**Cell density map**

Drawn at 4 px/um. 8 x 8 tiles, from black (low) to pale yellow (high), 0 to 100% covered.
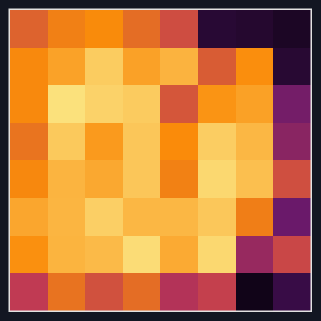
**Metal 2**

Drawn at 4 px/um.
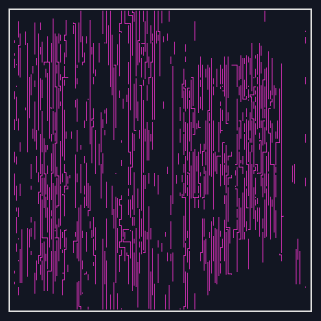
**Clock routing**

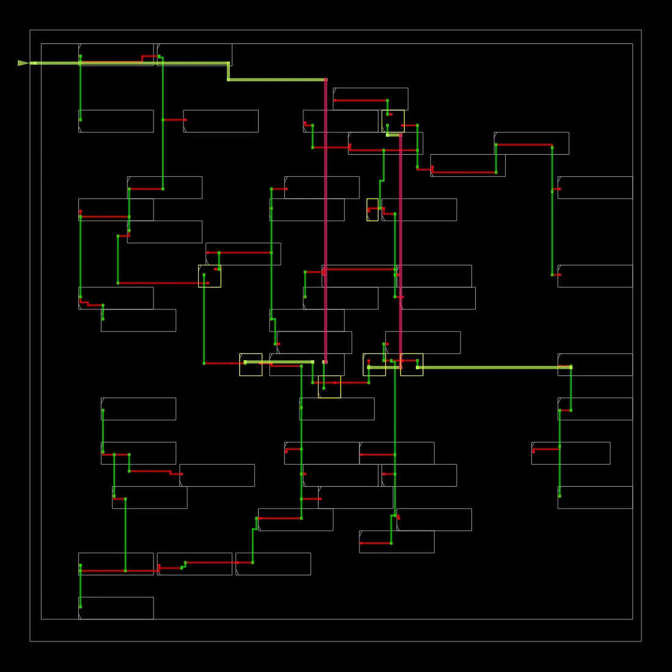
[src/rtl/hv_i2c_scheduler.sv]
// Round-robin scheduler sharing one HV I2C byte-write engine among NREQ requesters.
// Define HV_I2C_WDOG_EN to enable the WAIT watchdog and the err pulses.
module hv_i2c_scheduler #(
  parameter int unsigned NREQ           = 2,
  parameter int unsigned GAP_CYCLES     = 100,
  parameter int unsigned TIMEOUT_CYCLES = 65535
) (
  input  logic              clk,
  input  logic              reset_n,
  input  logic [NREQ-1:0]   req,
  input  logic [8*NREQ-1:0] req_addr,
  input  logic [8*NREQ-1:0] req_ins,
  input  logic [8*NREQ-1:0] req_data,
  input  logic              sample_busy,
  output logic              i2c_start,
  output logic [7:0]        i2c_addr,
  output logic [7:0]        i2c_ins,
  output logic [7:0]        i2c_data,
  input  logic              i2c_stop,
  output logic [NREQ-1:0]   ack,
  output logic [NREQ-1:0]   err,
  output logic              busy,
  output logic [2:0]        cur_id
);

  localparam logic [15:0] GAP_LAST = 16'(GAP_CYCLES - 1);

  typedef enum logic [2:0] {S_IDLE, S_LAUNCH, S_WAIT, S_DONE, S_GAP} state_t;

  state_t            state, state_n;
  logic [2:0]        rr_ptr, rr_n, id_n, winner;
  logic [15:0]       cnt, cnt_n, cnt_inc;
  logic [7:0]        w_addr, w_ins, w_data, addr_n, ins_n, data_n;
  logic [NREQ-1:0]   oh, ack_n, err_n;
  logic              start_n, busy_n;

`ifdef HV_I2C_WDOG_EN
  localparam logic [15:0] TMO = 16'(TIMEOUT_CYCLES);
`else
  logic [15:0] unused_tmo;
  assign unused_tmo = 16'(TIMEOUT_CYCLES);
`endif

  assign cnt_inc = cnt + 16'd1;

  // Winner: lowest set request at or above rr_ptr, else lowest set request overall.
  always_comb begin
    logic       hi_found;
    logic [2:0] hi_id, lo_id;
    hi_found = 1'b0;
    hi_id    = '0;
    lo_id    = '0;
    for (int i = NREQ - 1; i >= 0; i--) begin
      if (req[i]) begin
        lo_id = 3'(i);
        if (3'(i) >= rr_ptr) begin
          hi_id    = 3'(i);
          hi_found = 1'b1;
        end
      end
    end
    winner = hi_found ? hi_id : lo_id;
  end

  always_comb begin
    w_addr = '0;
    w_ins  = '0;
    w_data = '0;
    oh     = '0;
    for (int i = 0; i < NREQ; i++) begin
      if (winner == 3'(i)) begin
        w_addr = req_addr[8*i +: 8];
        w_ins  = req_ins[8*i +: 8];
        w_data = req_data[8*i +: 8];
      end
      oh[i] = (cur_id == 3'(i));
    end
  end

  always_ff @(posedge clk or negedge reset_n) begin
    if (!reset_n) state <= S_IDLE;
    else          state <= state_n;
  end

  always_comb begin
    state_n = state;
    start_n = 1'b0;
    ack_n   = '0;
    err_n   = '0;
    cnt_n   = cnt;
    rr_n    = rr_ptr;
    id_n    = cur_id;
    addr_n  = i2c_addr;
    ins_n   = i2c_ins;
    data_n  = i2c_data;
    unique case (state)
      S_IDLE: begin
        if ((|req) && !sample_busy) begin
          state_n = S_LAUNCH;
          start_n = 1'b1;
          id_n    = winner;
          addr_n  = w_addr;
          ins_n   = w_ins;
          data_n  = w_data;
          rr_n    = (winner == 3'(NREQ - 1)) ? 3'd0 : winner + 3'd1;
        end
      end
      S_LAUNCH: begin
        state_n = S_WAIT;
        cnt_n   = '0;
      end
      S_WAIT: begin
        cnt_n = cnt_inc;
        if (i2c_stop) begin
          state_n = S_DONE;
          ack_n   = oh;
        end
`ifdef HV_I2C_WDOG_EN
        else if (cnt_inc == TMO) begin
          state_n = S_GAP;
          err_n   = oh;
          cnt_n   = '0;
        end
`endif
      end
      S_DONE: begin
        state_n = S_GAP;
        cnt_n   = '0;
      end
      S_GAP: begin
        if (cnt == GAP_LAST) begin
          state_n = S_IDLE;
          cnt_n   = '0;
        end else begin
          cnt_n = cnt_inc;
        end
      end
      default: state_n = S_IDLE;
    endcase
    busy_n = (state_n != S_IDLE);
  end

  // Outputs are registered from next-state values so they align with the state they describe.
  always_ff @(posedge clk or negedge reset_n) begin
    if (!reset_n) begin
      i2c_start <= 1'b0;
      i2c_addr  <= '0;
      i2c_ins   <= '0;
      i2c_data  <= '0;
      ack       <= '0;
      err       <= '0;
      busy      <= 1'b0;
      cur_id    <= '0;
      rr_ptr    <= '0;
      cnt       <= '0;
    end else begin
      i2c_start <= start_n;
      i2c_addr  <= addr_n;
      i2c_ins   <= ins_n;
      i2c_data  <= data_n;
      ack       <= ack_n;
      err       <= err_n;
      busy      <= busy_n;
      cur_id    <= id_n;
      rr_ptr    <= rr_n;
      cnt       <= cnt_n;
    end
  end

endmodule

[config.mk]
export PLATFORM = sky130hd
export DESIGN_NAME = hv_i2c_scheduler
export DESIGN_NICKNAME = d
export VERILOG_FILES = /design/src/rtl/hv_i2c_scheduler.sv
export SDC_FILE = /design/constraint.sdc
export NUM_CORES = 1
export LEC_CHECK = 0
export ABC_AREA = 1
export CORE_UTILIZATION = 47
export CTS_BUF_LIST = sky130_fd_sc_hd__clkbuf_4
export DETAILED_ROUTE_END_ITERATION = 16
export PLACE_DENSITY = 0.83
export SYNTH_ARGS = -nofsm -noshare
export SYNTH_HDL_FRONTEND = slang
export SYNTH_SLANG_ARGS = --single-unit
[constraint.sdc]
create_clock -name clk -period 1.5 [get_ports clk]
set_input_delay 0.3 -clock clk [delete_from_list [all_inputs] [get_ports clk]]
set_output_delay 0.3 -clock clk [all_outputs]
set_load 0.1 [all_outputs]
==> results.txt <==
flow finished, numbers: result of the run=complete, no violations, combinational cell area excluding buffers and inverters=1140 sq um, Final Util=between 70% and 80%, yosys cell count=around 330, die outline width=about 75 um, root cell of the clock tree=sky130_fd_sc_hd__clkbuf_4, via count of the routed design=2544, Setup Total Neg Slack=0 ns, asr flop ratio synth=100%, max FFs per register=16, global-route wire length before repair=11100 um, logic gate share of total power=just under 70%, Total Routed Length=around 6800 um, Max Freq=690 MHz, combined area of all synthesized cells=approximately 2500 sq um, Non-clock buffer share=33.4%, Distinct lib cells used=25, minimum clock period=1.45 ns, CP Depth=7, register with the highest flop count=cnt, Placement Rows=26, via/cell ratio=5.13, XOR/XNOR Area Share=0.348%, worst-case setup margin in the final layout=0.0518 ns, CP peak stage delay=0.44 ns, total congestion overflow after global routing=0, worst hold margin=0.445 ns, Inserted Diodes=0, Post-Layout Inst Area=3900 sq um, input/output buffers=82, FF-to-FF path depth=7, Non-clock inverters=26, tally of non-filler cells in the final layout=about 500, Adder Share, Synth=0.498%, Worst Setup EP=i2c_addr[4], CP Cell Sequence=inv_2 > nand2_2 > nor3_4 > o21ai_4 > buf_4 > nand2_1 > nand3_1, overall power of the completed layout=9.02 mW, combinational logic power=6.17 mW, switching share of total power=54.3%, buffers plus inverters on the worst setup path=2, dominant register cell=sky130_fd_sc_hd__dfrtp_1, number of instances in the placed design=487, Hold Buf Count CTS=1, final-report setup violation count=0, met3 WL post-DR=roughly 520 um, worst min path class=input pin to asynchronous set/reset pin, most frequent cell after synthesis=sky130_fd_sc_hd__nand2_1, Area Overhead vs Synth=55.2%, post-detail-place hpwl=5120 um, top cells by count=115 x sky130_fd_sc_hd__nand2_1, 68 x sky130_fd_sc_hd__nand3_1, 49 x sky130_fd_sc_hd__dfrtp_1, flip-flop and latch power=2.28 mW, synthesized-area fraction occupied by ao, oa, aoi and oai cells=between 2 and 3%, Initial Util=48.9%, pre-CTS setup slack=-0.182 ns, TritonCTS clock tree=yes, internal reg-to-reg setup slack=0.05 ns, Worst path top cell family by delay=flip-flops, number of detailed-route iterations in the first pass=4, sequential share of power=25.2%, P_sw=between 4 and 5 mW, number of ordinary and repair buffers in the finished layout=99, multiplexer area fraction after synthesis=0%, combinational family with the most area after synthesis=simple AND/OR/NAND/NOR gates, detailed-route wire length per cell=13.7 um, number of combinational gates with multiple inputs=245, DRC violation count after routing=0, Static Leak=1.81 nW, setup repair after global routing missed its margin=true, detailed-routing wirelength on met1=2620 um, area after detailed placement=3800 sq um, worst r2r dst=i2c_addr[4], post-CTS resize count=0, largest cell class by area=non-clock buffers, Final Skew=0.0122 ns, largest area contributor in the synthesized netlist=sky130_fd_sc_hd__dfrtp_1
Notes on 'cell density map' above:
emptiest ninth of the die: top right
mean over tiles: 68%
fullest tile: 93%
tiles over 75% full: 50%

Notes on 'metal 2' above:
main direction: vertical
longest straight run: 47.3 um

Notes on 'clock routing' above:
clock buf count: 5
worst-skew pair later-pin latency: 0.36 ns
TritonCTS buffer count: 5
FFs & Latches: 49

No activity file was given, so power comes from the tool's default toggle rates.
